--- src/rtl/float_div.sv ---
// rtl/float_div.sv - iterative IEEE-754 double-precision divider, fixed 59-cycle latency
module float_div #(
    parameter int BIT          = 64,
    parameter int EXPONENT_LEN = 11,
    parameter int MANTISSA_LEN = 52,
    parameter int BIAS         = 1023
) (
    input  logic           clk,
    input  logic           rstn,
    input  logic [BIT-1:0] num1,
    input  logic [BIT-1:0] num2,
    input  logic           valid,
    output logic           ready,
    output logic [BIT-1:0] result,
    output logic           result_valid
);
    localparam int SIG_LEN = MANTISSA_LEN + 1;
    localparam int Q_LEN   = MANTISSA_LEN + 3;
    localparam int EXP_W   = EXPONENT_LEN + 2;
    localparam int CNT_W   = $clog2(Q_LEN);

    localparam logic [EXPONENT_LEN-1:0] EXP_MAX   = '1;
    localparam logic signed [EXP_W-1:0] EXP_INF   = EXP_W'((1 << EXPONENT_LEN) - 1);
    localparam logic signed [EXP_W-1:0] EXP_ZERO  = '0;
    localparam logic [1:0]              SP_NONE   = 2'd0;
    localparam logic [1:0]              SP_NAN    = 2'd1;
    localparam logic [1:0]              SP_INF    = 2'd2;
    localparam logic [1:0]              SP_ZERO   = 2'd3;

    typedef enum logic [2:0] {
        S_IDLE, S_UNPACK, S_DIVIDE, S_NORM, S_ROUND, S_DONE
    } state_t;

    state_t                    r_state, w_next;
    logic [BIT-1:0]            r_num1, r_num2, r_result;
    logic                      r_result_valid, r_sign;
    logic signed [EXP_W-1:0]   r_exp;
    logic [SIG_LEN:0]          r_rem;
    logic [SIG_LEN-1:0]        r_div;
    // Leading quotient bit is always 1 and shifts out the top; what remains is fraction, guard, round.
    logic [Q_LEN-2:0]          r_quo;
    logic [CNT_W-1:0]          r_cnt;
    logic [1:0]                r_special;
    logic                      w_ready;

    logic [EXPONENT_LEN-1:0]   w_e1, w_e2;
    logic [MANTISSA_LEN-1:0]   w_f1, w_f2;
    logic [SIG_LEN-1:0]        w_sig1, w_sig2;
    logic                      w_adj, w_nan1, w_nan2, w_inf1, w_inf2, w_zero1, w_zero2;
    logic signed [EXP_W-1:0]   w_exp, w_exp_rnd;
    logic [1:0]                w_special;
    logic                      w_ge, w_inc, w_carry;
    logic [SIG_LEN:0]          w_rem_next;
    logic [MANTISSA_LEN:0]     w_fsum;
    logic [BIT-1:0]            w_result;

    assign w_e1    = r_num1[BIT-2 -: EXPONENT_LEN];
    assign w_e2    = r_num2[BIT-2 -: EXPONENT_LEN];
    assign w_f1    = r_num1[MANTISSA_LEN-1:0];
    assign w_f2    = r_num2[MANTISSA_LEN-1:0];
    assign w_sig1  = {1'b1, w_f1};
    assign w_sig2  = {1'b1, w_f2};
    assign w_adj   = w_sig1 < w_sig2;
    assign w_exp   = {2'b00, w_e1} - {2'b00, w_e2} + EXP_W'(BIAS) - EXP_W'(w_adj);
    assign w_nan1  = (w_e1 == EXP_MAX) && (w_f1 != '0);
    assign w_nan2  = (w_e2 == EXP_MAX) && (w_f2 != '0);
    assign w_inf1  = (w_e1 == EXP_MAX) && (w_f1 == '0);
    assign w_inf2  = (w_e2 == EXP_MAX) && (w_f2 == '0);
    assign w_zero1 = (w_e1 == '0);
    assign w_zero2 = (w_e2 == '0);

    always_comb begin
        w_special = SP_NONE;
        if (w_nan1 || w_nan2 || (w_zero1 && w_zero2) || (w_inf1 && w_inf2))
            w_special = SP_NAN;
        else if (w_inf1 || w_zero2)
            w_special = SP_INF;
        else if (w_zero1 || w_inf2)
            w_special = SP_ZERO;
    end

    assign w_ge       = r_rem >= {1'b0, r_div};
    assign w_rem_next = w_ge ? (r_rem - {1'b0, r_div}) : r_rem;

    // Round to nearest even on guard (r_quo[1]), round (r_quo[0]) and sticky remainder.
    assign w_inc     = r_quo[1] & (r_quo[0] | (r_rem != '0) | r_quo[2]);
    assign w_fsum    = {1'b0, r_quo[Q_LEN-2:2]} + {{MANTISSA_LEN{1'b0}}, w_inc};
    assign w_carry   = w_fsum[MANTISSA_LEN];
    assign w_exp_rnd = r_exp + EXP_W'(w_carry);

    always_comb begin
        w_result = {r_sign, w_exp_rnd[EXPONENT_LEN-1:0], w_fsum[MANTISSA_LEN-1:0]};
        case (r_special)
            SP_NAN:  w_result = {1'b0, EXP_MAX, 1'b1, {(MANTISSA_LEN-1){1'b0}}};
            SP_INF:  w_result = {r_sign, EXP_MAX, {MANTISSA_LEN{1'b0}}};
            SP_ZERO: w_result = {r_sign, {(BIT-1){1'b0}}};
            default: if (w_exp_rnd >= EXP_INF)
                         w_result = {r_sign, EXP_MAX, {MANTISSA_LEN{1'b0}}};
        endcase
    end

    always_ff @(posedge clk) begin
        if (!rstn) r_state <= S_IDLE;
        else       r_state <= w_next;
    end

    always_comb begin
        w_next  = r_state;
        w_ready = 1'b0;
        case (r_state)
            S_IDLE: begin
                w_ready = 1'b1;
                if (valid) w_next = S_UNPACK;
            end
            S_UNPACK: w_next = S_DIVIDE;
            S_DIVIDE: if (r_cnt == CNT_W'(Q_LEN - 1)) w_next = S_NORM;
            S_NORM:   w_next = S_ROUND;
            S_ROUND:  w_next = S_DONE;
            S_DONE:   w_next = S_IDLE;
            default:  w_next = S_IDLE;
        endcase
    end

    always_ff @(posedge clk) begin
        if (!rstn) begin
            r_num1 <= '0; r_num2 <= '0; r_result <= '0; r_result_valid <= 1'b0;
            r_sign <= 1'b0; r_exp <= '0; r_rem <= '0; r_div <= '0; r_quo <= '0;
            r_cnt <= '0; r_special <= SP_NONE;
        end else begin
            r_result_valid <= 1'b0;
            case (r_state)
                S_IDLE: if (valid) begin
                    r_num1 <= num1;
                    r_num2 <= num2;
                end
                S_UNPACK: begin
                    r_sign    <= r_num1[BIT-1] ^ r_num2[BIT-1];
                    r_exp     <= w_exp;
                    r_rem     <= w_adj ? {w_sig1, 1'b0} : {1'b0, w_sig1};
                    r_div     <= w_sig2;
                    r_quo     <= '0;
                    r_cnt     <= '0;
                    r_special <= w_special;
                end
                S_DIVIDE: begin
                    r_quo <= {r_quo[Q_LEN-3:0], w_ge};
                    r_rem <= w_rem_next << 1;
                    r_cnt <= r_cnt + CNT_W'(1);
                end
                S_NORM: if (r_special == SP_NONE) begin
                    if (r_exp >= EXP_INF)       r_special <= SP_INF;
                    else if (r_exp <= EXP_ZERO) r_special <= SP_ZERO;
                end
                S_ROUND: begin
                    r_result       <= w_result;
                    r_result_valid <= 1'b1;
                end
                default: ;
            endcase
        end
    end

    assign ready        = w_ready;
    assign result       = r_result;
    assign result_valid = r_result_valid;
endmodule
--- config.mk ---
export PLATFORM = sky130hd
export DESIGN_NAME = float_div
export DESIGN_NICKNAME = d
export VERILOG_FILES = /design/src/rtl/float_div.sv
export SDC_FILE = /design/constraint.sdc
export NUM_CORES = 1
export LEC_CHECK = 0
export ABC_AREA = 1
export CAP_MARGIN = 10
export CORE_MARGIN = 10
export CORE_UTILIZATION = 58
export DETAILED_ROUTE_END_ITERATION = 10
export PLACE_DENSITY_LB_ADDON = 0.08
export SYNTH_ARGS = -nofsm -noshare
export SYNTH_HDL_FRONTEND = slang
export SYNTH_SLANG_ARGS = --single-unit
--- constraint.sdc ---
create_clock -name clk -period 7.7 [get_ports clk]
set_clock_uncertainty 0.2 [all_clocks]
set_input_delay 1.925 -clock clk [delete_from_list [all_inputs] [get_ports clk]]
set_output_delay 1.925 -clock clk [all_outputs]
set_load 0.01 [all_outputs]
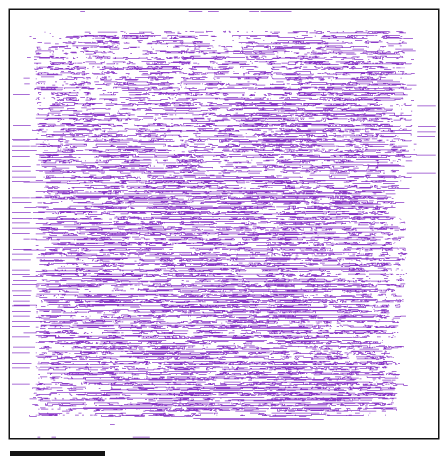
*M1 wires*
The bar under the picture is 50 µm long.
- wire length on this layer: 36.4 mm
- main direction: horizontal
- nets with wire on the layer: 4,042
Vias: 25,040
Post-Route WL: 75,980 µm

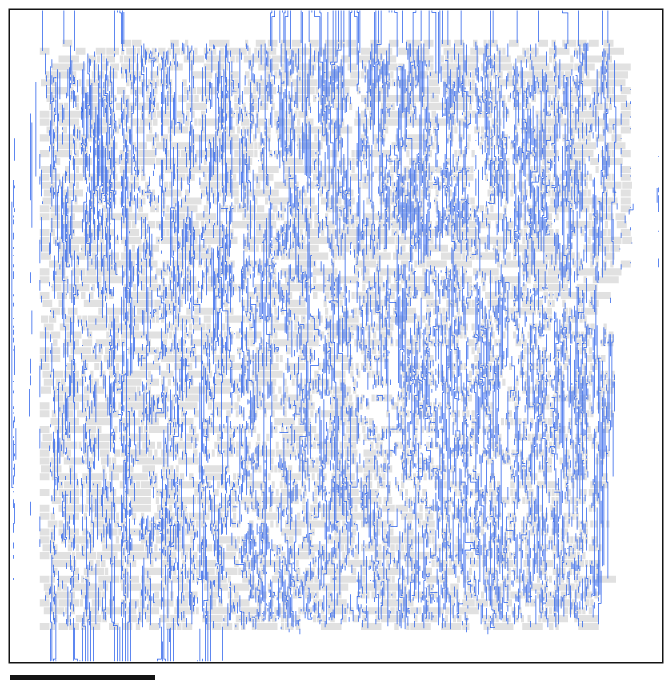
*The metal 2 layer*
The bar under the picture is 50 µm long. Cells faint in the background.
- wire length on this layer: 29.6 mm
- share of all routed wire: 39%
- nets with wire on the layer: 3,171
- main direction: vertical
- longest straight run: 115 µm
met2 usage: 39.27%

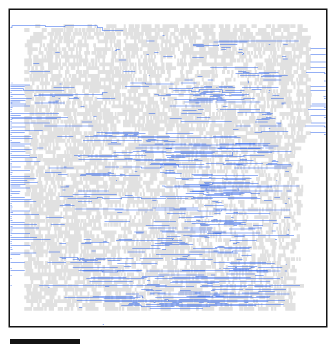
*Met3 routing*
The bar under the picture is 50 µm long. Cells faint in the background.
- nets with wire on the layer: 449
- share of all routed wire: 12%
- wire length on this layer: 8,770 µm
routing usage on met3: 8.705%

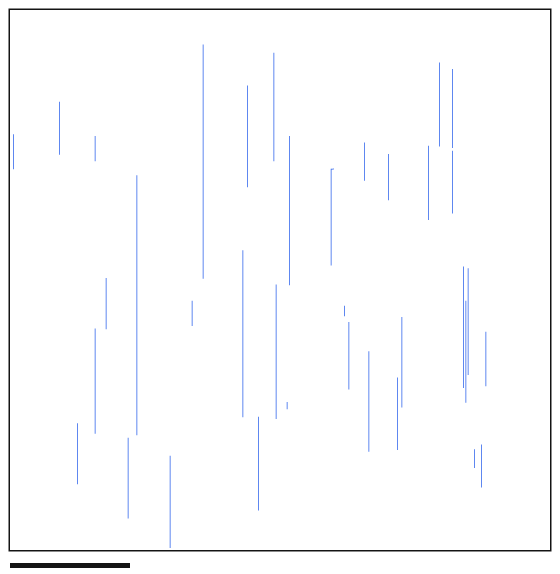
*Met4 routing*
The bar under the picture is 50 µm long.
- longest straight run: 108 µm
- nets with wire on the layer: 26
- wire length on this layer: 1,260 µm
- main direction: vertical
- share of all routed wire: 1.7%

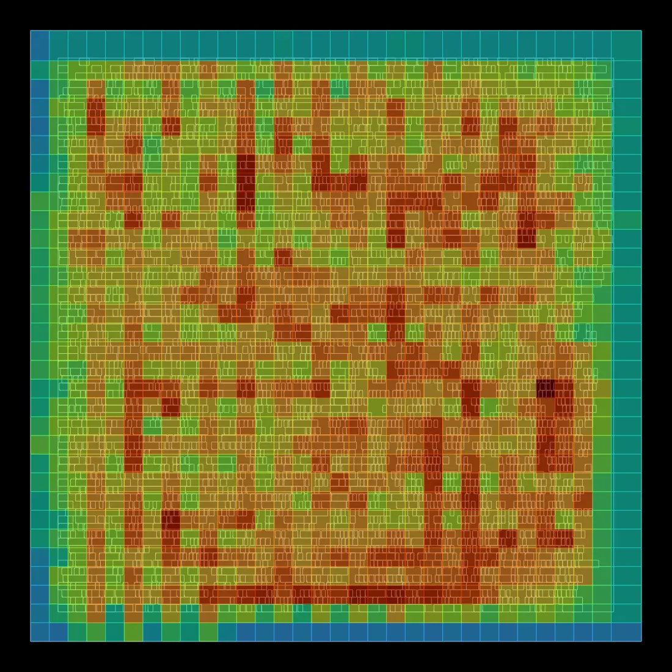
*Routing congestion map*
drt wl/cell: 16.72 µm
GRT Max-Usage Layer: met1
Global Route Usage Sum: 29.23%
Final Util: 66.82%
M1 GR Usage: 44.46%

==> results.txt <==
yosys + openroad results -> reg2reg path depth=28, chip area=between 0.05 and 0.06 mm², P_seq=between 0.002 and 0.003 W, Worst EP required=between 7 and 8 ns, Syn Inst Count=just under 4,000, Pint=0.005613 W, total CTS buffers=42, worst vdd ir=between 0.2 and 0.25 mV, worst r2r src=r_quo[1], CP Capture Point=result[55], R2R Path End=result[55], worst hold path class=reg -> reg, clock-pin slew on the worst setup and hold paths=0.06 ns, Clock net power=around 0.0021 W, EDFF count, synth=0, final setup violation count=0, Met1 Wirelength=about 36,000 µm, # hold bufs at CTS=0, Clock Power Share=18.7%, Max Cap Violations=0, vias in the first global route=about 22,000, I/O pins=197, Setup crit start kind=register, CORE AREA=0.04176 mm², status=complete, no violations, Net Count, Synth=between 4,000 and 5,000, power of the combinational group=about 0.0065 W, Remaining DRCs=0, Clock Path Buffers=3, CTS Sinks=roughly 380, Slew @ Worst Pin=1.097 ns, max_slew headroom=a little over a quarter, Tcrit/Tclk final=~62%, met2 routed wirelength=29,590 µm, top routing layer in use=met4, Layout area overhead=14.45%, # Post-CTS Setup Buffers=0, Top Layout Cells=nand2_1, inv_1, a21oi_1, Rows=around 75
-- final cells by class --
| type | instances | area share, % |
|---|---|---|
| multi-input combinational | 2739 | 49.69 |
| sequential | 379 | 27.19 |
| inverter | 600 | 8.080 |
| timing repair buffer | 213 | 7.524 |
| clock buffer | 60 | 4.368 |
| tap | 539 | 2.417 |
| clock inverter | 15 | 0.7264 |
-- worst max-delay path, delay by kind of cell (launching register included) --
family	cells	cell delay (ns)
adder cells (fa/ha/maj)	3	0.60
AND-OR/OR-AND	1	0.15
XOR/XNOR	1	0.15
AND/OR/NAND/NOR	21	2.93
buffers and inverters	2	0.22
flip-flops	1	0.37
-- state kept, by name (all words and copies together), names as in the netlist --
name,count
r_rem,54
r_num2,64
r_quo,54
r_sign,1
r_state,3
r_div,53
r_exp,13
r_special,2
r_cnt,6
result,64
result_valid,1
r_num1,64
-- kinds of logic after synthesis --
| family | count (synthesis) | share of synthesized area (%) |
|---|---|---|
| buffers and inverters | 768 | 12.14 |
| AND/OR/NAND/NOR | 1741 | 30.18 |
| XOR/XNOR | 79 | 2.838 |
| flip-flops | 379 | 31.12 |
| AND-OR/OR-AND | 781 | 16.55 |
| adder cells (fa/ha/maj) | 138 | 7.175 |
-- through the flow --
step / hold slack (ns) / instance area (µm²) / power, W / cells / worst slack [ns]
after floorplan: 0.2393 / 24380 / 0.007300 / 3886 / 3.865
after global placement: 0.2528 / 26480 / 0.008827 / 4470 / 2.948
after detailed placement: 0.2551 / 26480 / 0.008878 / 4470 / 2.892
after CTS: 0.2642 / 27900 / 0.01098 / 4545 / 2.934
after global routing: 0.2824 / 27900 / 0.01209 / 4545 / 2.194
final: 0.2629 / 27900 / 0.01115 / 4545 / 2.896
No activity file was given, so power comes from the tool's default toggle rates.
